===== config.mk =====
export PLATFORM = sky130hd
export DESIGN_NAME = control_pipe
export DESIGN_NICKNAME = d
export VERILOG_FILES = /design/src/rtl/control_pipe.sv
export SDC_FILE = /design/constraint.sdc
export NUM_CORES = 1
export LEC_CHECK = 0
export CORE_MARGIN = 3
export CORE_UTILIZATION = 45
export CTS_CLUSTER_DIAMETER = 100
export DETAILED_ROUTE_END_ITERATION = 7
export PLACE_DENSITY = 0.82
export SETUP_SLACK_MARGIN = 0.2
export SLEW_MARGIN = 20
export SYNTH_ARGS = -nofsm -noshare
export SYNTH_HDL_FRONTEND = slang
export SYNTH_HIERARCHICAL = 1
export SYNTH_SLANG_ARGS = --single-unit

===== constraint.sdc =====
create_clock -name clk -period 2.26 [get_ports clk]
set_clock_uncertainty 0.2 [all_clocks]
set_input_delay 0.452 -clock clk [delete_from_list [all_inputs] [get_ports clk]]
set_output_delay 0.452 -clock clk [all_outputs]
set_load 0.1 [all_outputs]

===== src/rtl/control_pipe.sv =====
// Pipelined control path: decodes the ID-stage instruction and carries the
// control bundle through EX, MEM_STAGES memory stages and WB. The pipeline
// has valid bits, stall/flush/bubble handling and an FPU occupancy counter
// that holds EX while a long-latency FP multiply/divide is executing.

package control_pipe_pkg;
  // Fields used only in ID: branch/jump steering
  typedef struct packed {
    logic [1:0] jump_type;
    logic       cond_src;
    logic       branch_cond;
    logic       fp_src;
  } id_ctrl_t;

  typedef struct packed {
    logic [2:0] alu_op;
    logic [1:0] alu_cruft;
    logic [2:0] fpu_op;
    logic       alu_src;
    logic       ext_imm;
  } ex_ctrl_t;

  typedef struct packed {
    logic [1:0] mem_size;
    logic       mem_we;
    logic       ext_mem;
  } mem_ctrl_t;

  typedef struct packed {
    logic [1:0] din_src;
    logic       reg_we;
    logic       fp_dest;
    logic       reg_dest;
  } wb_ctrl_t;

  typedef struct packed {
    id_ctrl_t  id;
    ex_ctrl_t  ex;
    mem_ctrl_t mem;
    wb_ctrl_t  wb;
  } ctrl_t;
endpackage

// Combinational instruction decoder (DLX-style encodings)
module control_decoder
  import control_pipe_pkg::*;
(
  input  logic [5:0] op,
  input  logic [5:0] fn,
  output ctrl_t      ctrl
);
  // Decode opcode/function into the full control bundle
  always_comb begin
    // NOTE: every output gets a default before the case so no latch is inferred.
    ctrl = '0;
    case (op)
      6'h00: begin  // R-type integer ALU; alu_cruft[0]=unsigned, [1]=arithmetic shift
        ctrl.wb.reg_we   = 1'b1;
        ctrl.wb.reg_dest = 1'b1;
        case (fn)
          6'h20: ctrl.ex.alu_op = 3'd0;
          6'h21: begin ctrl.ex.alu_op = 3'd0; ctrl.ex.alu_cruft = 2'b01; end
          6'h22: ctrl.ex.alu_op = 3'd1;
          6'h23: begin ctrl.ex.alu_op = 3'd1; ctrl.ex.alu_cruft = 2'b01; end
          6'h24: ctrl.ex.alu_op = 3'd2;
          6'h25: ctrl.ex.alu_op = 3'd3;
          6'h26: ctrl.ex.alu_op = 3'd4;
          6'h04: ctrl.ex.alu_op = 3'd5;
          6'h06: ctrl.ex.alu_op = 3'd6;
          6'h07: begin ctrl.ex.alu_op = 3'd6; ctrl.ex.alu_cruft = 2'b10; end
          6'h2A: ctrl.ex.alu_op = 3'd7;
          default: begin ctrl.wb.reg_we = 1'b0; ctrl.wb.reg_dest = 1'b0; end
        endcase
      end
      6'h01: begin  // FP-type: ADDF/SUBF/MULTF/DIVF map to FPUOp 0..3
        if (fn[5:2] == 4'h0) begin
          ctrl.id.fp_src   = 1'b1;
          ctrl.ex.fpu_op   = {1'b0, fn[1:0]};
          ctrl.wb.din_src  = 2'b10;
          ctrl.wb.reg_we   = 1'b1;
          ctrl.wb.fp_dest  = 1'b1;
          ctrl.wb.reg_dest = 1'b1;
        end
      end
      6'h02: ctrl.id.jump_type = 2'b10;                       // J
      6'h03: begin                                            // JAL
        ctrl.id.jump_type = 2'b10;
        ctrl.wb.din_src   = 2'b11;
        ctrl.wb.reg_we    = 1'b1;
      end
      6'h04, 6'h05: begin                                     // BEQZ / BNEZ
        ctrl.id.jump_type   = 2'b01;
        ctrl.id.branch_cond = op[0];
      end
      6'h06, 6'h07: begin                                     // BFPT / BFPF
        ctrl.id.jump_type   = 2'b01;
        ctrl.id.cond_src    = 1'b1;
        ctrl.id.branch_cond = ~op[0];
      end
      6'h08: begin                                            // ADDI
        ctrl.ex.alu_src = 1'b1;
        ctrl.ex.ext_imm = 1'b1;
        ctrl.wb.reg_we  = 1'b1;
      end
      6'h0C: begin                                            // ANDI (zero-extended)
        ctrl.ex.alu_src = 1'b1;
        ctrl.ex.alu_op  = 3'd2;
        ctrl.wb.reg_we  = 1'b1;
      end
      6'h23: begin                                            // LW
        ctrl.ex.alu_src   = 1'b1;
        ctrl.ex.ext_imm   = 1'b1;
        ctrl.mem.mem_size = 2'b11;
        ctrl.mem.ext_mem  = 1'b1;
        ctrl.wb.din_src   = 2'b01;
        ctrl.wb.reg_we    = 1'b1;
      end
      6'h2B: begin                                            // SW
        ctrl.ex.alu_src   = 1'b1;
        ctrl.ex.ext_imm   = 1'b1;
        ctrl.mem.mem_size = 2'b11;
        ctrl.mem.mem_we   = 1'b1;
      end
      default: ctrl = '0;
    endcase
  end
endmodule

module control_pipe
  import control_pipe_pkg::*;
#(
  parameter int         MUL_LAT    = 4,
  parameter int         DIV_LAT    = 8,
  parameter logic [2:0] MUL_CODE   = 3'b010,
  parameter logic [2:0] DIV_CODE   = 3'b011,
  parameter int         MEM_STAGES = 1
) (
  input  logic       clk,
  input  logic       rst_n,
  input  logic [0:5] OpCode,
  input  logic [0:5] Function,
  input  logic       InstValid,
  input  logic       Stall,
  input  logic       Flush,
  output logic       IDAccept,
  output logic [0:1] ID_JumpType,
  output logic       ID_CondSrc,
  output logic       ID_BranchCond,
  output logic       ID_FPSrc,
  output logic [0:2] EX_ALUOp,
  output logic [0:1] EX_ALUCruft,
  output logic [0:2] EX_FPUOp,
  output logic       EX_ALUSrc,
  output logic       EX_ExtImm,
  output logic [0:1] MEM_MEMSize,
  output logic       MEM_MEMWE,
  output logic       MEM_ExtMEM,
  output logic [0:1] WB_DInSrc,
  output logic       WB_RegWE,
  output logic       WB_FPDest,
  output logic       WB_RegDest,
  output logic       EX_Valid,
  output logic       MEM_Valid,
  output logic       WB_Valid,
  output logic       Busy
);
  localparam int MAX_LAT = (MUL_LAT > DIV_LAT) ? MUL_LAT : DIV_LAT;
  localparam int CNT_W   = $clog2(MAX_LAT) + 1;

  // Stages after MEM1 only need the WB fields
  typedef struct packed {
    logic     valid;
    wb_ctrl_t wb;
  } tail_t;

  ctrl_t                  dec;
  logic                   busy;
  logic                   ex_load;
  logic                   ex_valid_q, ex_valid_d;
  ex_ctrl_t               ex_q,       ex_d;
  mem_ctrl_t              ex_mem_q,   ex_mem_d;
  wb_ctrl_t               ex_wb_q,    ex_wb_d;
  mem_ctrl_t              mem1_q,     mem1_d;
  tail_t [MEM_STAGES-1:0] tail_q,     tail_d;
  tail_t                  wb_q,       wb_d;
  logic [CNT_W-1:0]       cnt_q,      cnt_d;

  control_decoder u_dec (
    .op   (OpCode),
    .fn   (Function),
    .ctrl (dec)
  );

  assign busy    = (cnt_q != '0);
  assign ex_load = ~busy & InstValid & ~Stall & ~Flush;

  // EX stage: hold while busy, else load the decoded bundle or a bubble; arm the FPU counter
  always_comb begin
    ex_valid_d = ex_valid_q;
    ex_d       = ex_q;
    ex_mem_d   = ex_mem_q;
    ex_wb_d    = ex_wb_q;
    cnt_d      = cnt_q;
    if (busy) begin
      cnt_d = cnt_q - CNT_W'(1);
    end else if (ex_load) begin
      ex_valid_d = 1'b1;
      ex_d       = dec.ex;
      ex_mem_d   = dec.mem;
      ex_wb_d    = dec.wb;
      if (dec.ex.fpu_op == MUL_CODE)      cnt_d = CNT_W'(MUL_LAT - 1);
      else if (dec.ex.fpu_op == DIV_CODE) cnt_d = CNT_W'(DIV_LAT - 1);
      else                                cnt_d = '0;
    end else begin
      ex_valid_d = 1'b0;
      ex_d       = '0;
      ex_mem_d   = '0;
      ex_wb_d    = '0;
      cnt_d      = '0;
    end
  end

  // Downstream shift: MEM1 takes EX (bubble while busy), later stages always advance
  always_comb begin
    tail_d          = '0;
    mem1_d          = busy ? '0 : ex_mem_q;
    tail_d[0].valid = ~busy & ex_valid_q;
    tail_d[0].wb    = busy ? '0 : ex_wb_q;
    for (int k = 1; k < MEM_STAGES; k++) begin
      tail_d[k] = tail_q[k-1];
    end
    wb_d = tail_q[MEM_STAGES-1];
  end

  // Pipeline and counter registers; reset discards everything in flight
  always_ff @(posedge clk or negedge rst_n) begin
    if (!rst_n) begin
      ex_valid_q <= 1'b0;
      ex_q       <= '0;
      ex_mem_q   <= '0;
      ex_wb_q    <= '0;
      mem1_q     <= '0;
      tail_q     <= '0;
      wb_q       <= '0;
      cnt_q      <= '0;
    end else begin
      // NOTE: non-blocking so every stage samples the previous stage's old value.
      ex_valid_q <= ex_valid_d;
      ex_q       <= ex_d;
      ex_mem_q   <= ex_mem_d;
      ex_wb_q    <= ex_wb_d;
      mem1_q     <= mem1_d;
      tail_q     <= tail_d;
      wb_q       <= wb_d;
      cnt_q      <= cnt_d;
    end
  end

  assign IDAccept      = ~busy & ~Stall;
  assign ID_JumpType   = InstValid ? dec.id.jump_type : 2'b00;
  assign ID_CondSrc    = InstValid & dec.id.cond_src;
  assign ID_BranchCond = InstValid & dec.id.branch_cond;
  assign ID_FPSrc      = InstValid & dec.id.fp_src;

  assign EX_ALUOp    = ex_q.alu_op;
  assign EX_ALUCruft = ex_q.alu_cruft;
  assign EX_FPUOp    = ex_q.fpu_op;
  assign EX_ALUSrc   = ex_q.alu_src;
  assign EX_ExtImm   = ex_q.ext_imm;
  assign EX_Valid    = ex_valid_q;

  assign MEM_MEMSize = mem1_q.mem_size;
  assign MEM_MEMWE   = mem1_q.mem_we & tail_q[0].valid;
  assign MEM_ExtMEM  = mem1_q.ext_mem;
  assign MEM_Valid   = tail_q[0].valid;

  assign WB_DInSrc  = wb_q.wb.din_src;
  assign WB_RegWE   = wb_q.wb.reg_we & wb_q.valid;
  assign WB_FPDest  = wb_q.wb.fp_dest;
  assign WB_RegDest = wb_q.wb.reg_dest;
  assign WB_Valid   = wb_q.valid;

  assign Busy = busy;
endmodule

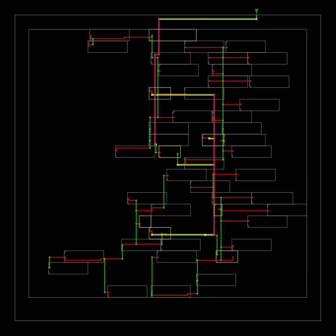
**Above:** run 1 (clock routing).
clock buffers: 5
flop count: 40

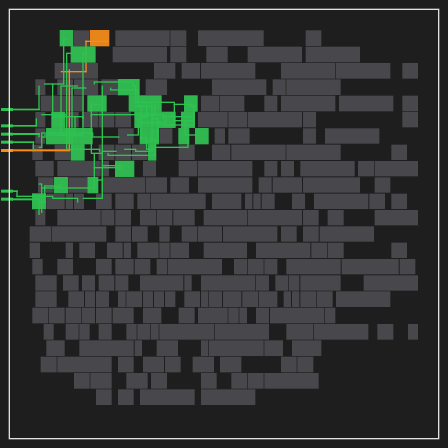
**Above:** run 1 (nets reached from selected ports).
(6 px per um)
colour	port	bits	direction	edge	end cells	buffers	wire
orange	`ID_BranchCond`	1	output	west	1	1	35.8 um
green	`OpCode`	6	input	west	24	13	364 um

==> results.ini, run 1 <==
[routing]
wl_per_cell_um = 14.2
drc = 0
dr_wl_met2_mm = 2.10
wl_met3_um = 252
m1WireLength_mm = 1.94
dr.first_iter.drc_count = 91

[synth]
synth_area_leader_cell = dfrtp_1
ys.flops = 40
top_logic_kind = simple AND/OR/NAND/NOR gates
syn_avg_cell_area_um2 = 11.0
ys_cells = 174
common_cells = 40 x dfrtp_1, 20 x and2_1, 10 x a22o_2, 10 x nor2_1, 9 x nand2_1
synth-adder-area-share = 0.0182
top_cell_area_share = 0.521
ys_seq_share = 0.521
xor_share = 0.0137
floorplan.nets = 193

[floorplan]
num_io_pins = 46
fp.dieW_um = 71.3
std_cell_rows = 23
core-area_um2 = 4060

[clocking]
cts_setup_buffers = 10
ctsHoldBuffers = 0
clkLatencyLatePin_ns = 0.29
htree_levels = 2
max-clock-path-buffers = 2
clk_pin_slew_worst_paths_ns = 0.08
clock-sinks = 40

[power_and_ir_drop]
power.density_nw_per_um2 = 811
clkPwrFrac = 0.250
pwr-share-seq = 0.360
p_switching_mw = 0.835

[worst_setup_path]
r2r_end = cnt_q[2]
worstPathRequired_ns = 1.61
r2r_slack_ns = 0.30
arrival_ns = 1.52
crit_buf_inv = 4
critical_path_cell_count = 6
critPathLaunch = cnt_q[1]
crit_path_max_fanout = 3
r2r_cells = 7
cp-end-kind = primary output
critPathCapture = Busy
critical-path-top-delay-family = buffers and inverters

[place]
dp_hpwl_mm = 3.06
dp.cells = 286

[timing]
min_period_ns = 2.18
tns_ns = 0
fmax_mhz = 460
timing.final.ws_setup_ns = 0.0847
setup_viol = 0
finalCritPeriodShare = 0.963

[finish]
final-clk-cell-share = 0.0391
n_all_buffers = 91
nNonClkInverters = 7
final_cell_mix = 64 x buf_4, 38 x dfrtp_1, 13 x and2_1
drive_above_1_share = 0.500
seq_area_frac = 0.352
comb_area_frac = 0.295

[flow_run]
warnings = 30
max_cap_viol_count = 0

[global_route]
grt_util_met1 = 0.231
grt_pass1_wl_mm = 7.34
busiest_layer = met2
use_met3 = 0.0533

[status]
status = finished, final reports clean

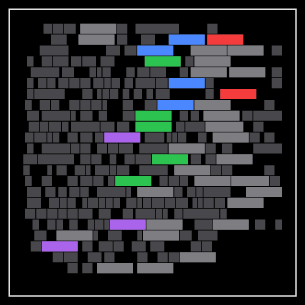
**Above:** run 1 (sequential cells coloured by netlist name).
(4 px per um) Other sequential cells in the stronger grey, the rest of the logic in the fainter grey.
colour	name in the netlist	sequential cells
red	`MEM_MEMSize`	2
purple	`EX_ALUOp`	3
green	`ex_wb_q`	5
blue	`ex_mem_q`	4
not coloured	26

==> run 2: changes to the inputs <==
Settings changed: CAP_MARGIN from default to 20, PLACE_DENSITY 0.82 to default, PLACE_DENSITY_LB_ADDON from default to 0.12, RECOVER_POWER from default to 100.
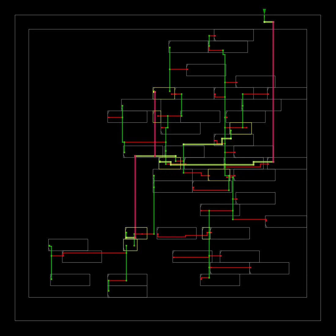
**Above:** run 2 (clock routing).
clock-net power: 0.458 mW
clk sinks: 40
clk latency late pin: 0.29 ns
Num CTS Buffers: 5

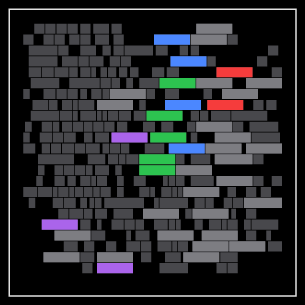
**Above:** run 2 (sequential cells coloured by netlist name).
(4 px per um) Other sequential cells in the stronger grey, the rest of the logic in the fainter grey.
colour	name in the netlist	sequential cells
red	`MEM_MEMSize`	2
green	`ex_wb_q`	5
purple	`EX_ALUOp`	3
blue	`ex_mem_q`	4
not coloured	26

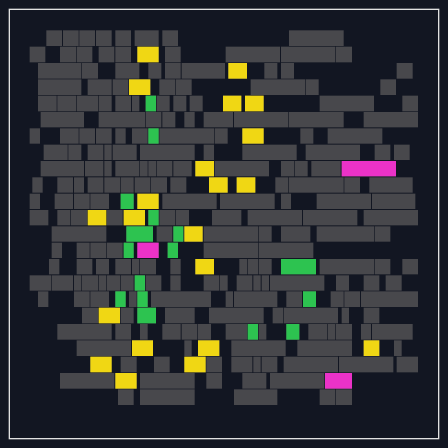
**Above:** run 2 (gate families picked out).
(6 px per um)
colour	family	cells
magenta	fa/ha/maj cells	3
green	aoi and oai cells	16
yellow	non-inverting ao/oa cells	21

==> results.ini, run 2 <==
[synth]
syn_avg_cell_area_um2 = 11.0
synthFlopType = dfrtp_1
ys.flops = 40
simple_gate_share = 0.211
synth_top_cell_by_count = dfrtp_1
synth-async-reset-ratio = 1.00
syn_area_um2 = 1920
synth_area_leader_cell = dfrtp_1
ys_cells = 174
edf_count = 0
mux_share = 0
ys_seq_share = 0.521
xor_share = 0.0137
yosys.area_share.aoi = 0.150
synth-adder-area-share = 0.0182
top_logic_kind = simple AND/OR/NAND/NOR gates
ys_types = 39
top_cells_by_area = dfrtp_1 52%, and2_1 6.5%, a22o_2 5.2%
common_cells = 40 x dfrtp_1, 20 x and2_1, 10 x a22o_2, 10 x nor2_1, 9 x nand2_1
floorplan.nets = 193
ys_area_um2 = 1920
top_cell_area_share = 0.521

[power_and_ir_drop]
power.density_nw_per_um2 = 771
p_comb_frac = 0.417
power.leakage_nw = 1.41
clkPwrFrac = 0.207
power_mw = 2.21
power.internal_mw = 1.37
powerComb_mw = 0.921
ir_worst_vdd_mv = 0.388
maxPowerGroup = combinational logic
swShare = 0.381
pwr-share-seq = 0.376
p_switching_mw = 0.842

[place]
dp.cells = 280
dp_slack_ns = -0.234
place_area_um2 = 2550
port_buffers = 45
dp_hpwl_mm = 3.27
place_congestion = 0.853

[finish]
nNonClkInverters = 7
comb_area_frac = 0.303
fin_util = 0.707
largest_class = sequential cells
reg.largest.list = ex_wb_q: 5 flops, tail_q: 5 flops
nFillCells = 313
n_all_buffers = 92
logic_area_um2 = 868
clkbuf_count = 5
seq_cells = 40
seq_area_frac = 0.350
fin_area_um2 = 2870
final_cell_mix = 65 x buf_4, 38 x dfrtp_1, 12 x and2_1
buf_share = 0.286
mostFrequentLayoutCell = buf_4
final-clk-cell-share = 0.0305
drive_above_1_share = 0.506

[worst_setup_path]
crit_path_start_kind = flop
crit_buf_inv = 4
crit_path_max_fanout = 4
path_common_cell = inv_2
r2r_slack_ns = 0.34
crit_type = reg -> out
worstPathRequired_ns = 1.61
critical_path_cell_count = 6
r2r_end = EX_ALUSrc
cp_cell_sequence = inv_2 > ha_4 > nor3b_4 > inv_2 > buf_12 > buf_16
critPathCapture = Busy
critPathLaunch = cnt_q[1]
cp-end-kind = primary output
slowest_delay_ns = 0.40
arrival_ns = 1.59
r2r_cells = 7
critical-path-top-delay-family = buffers and inverters

[timing]
final_max_slew_viol_count = 0
tightest_slew_ns = 0.709
fmax_mhz = 447
finalCritPeriodShare = 0.990
rsz0062_at_grt = true
timing.final.ws_setup_ns = 0.0218
min_period_ns = 2.24
relSlewSlack = 0.527
setup_viol = 0
tns_ns = 0

[global_route]
use_met3 = 0.0477
grt_max_degree = 20
grt_pass1_vias = 1746
grt_pass1_wl_mm = 7.91
met2_usage = 0.352
grt_util_all_layers = 0.197
busiest_layer = met2
overflow = 0
grt_util_met1 = 0.220

[floorplan]
core-area_um2 = 4060
chipArea_um2 = 5090
initCoreUtil = 0.473
std_cell_rows = 23
fp.dieW_um = 71.3
num_io_pins = 46
die_h_um = 71.3
n_tap_cell = 50

[routing]
dr_wl_met2_mm = 2.43
wl_per_cell_um = 14.9
wl_met3_um = 246
vias_per_cell = 5.21
drtPass1Iterations = 4
vias = 1610
dr.first_iter.drc_count = 65
postRouteAntennaNets = 0
drc = 0
m1WireLength_mm = 1.80
top_layer = met4

[clocking]
cts_setup_buffers = 16
cts_tree = built
ctsResizeCount = 35
ctsHoldBuffers = 1
max-clock-path-buffers = 2
clk_pin_slew_worst_paths_ns = 0.08
clockRootBuffer = clkbuf_8
htree_levels = 2

[flow_run]
warnings = 30
max_cap_viol_count = 0

[min_path]
hold_class = reg -> reg
worstHoldPathCells = 0
hp-start = tail_q[1]
hold_end = WB_FPDest

[status]
status = finished, final reports clean

No activity file was given, so power comes from the tool's default toggle rates.
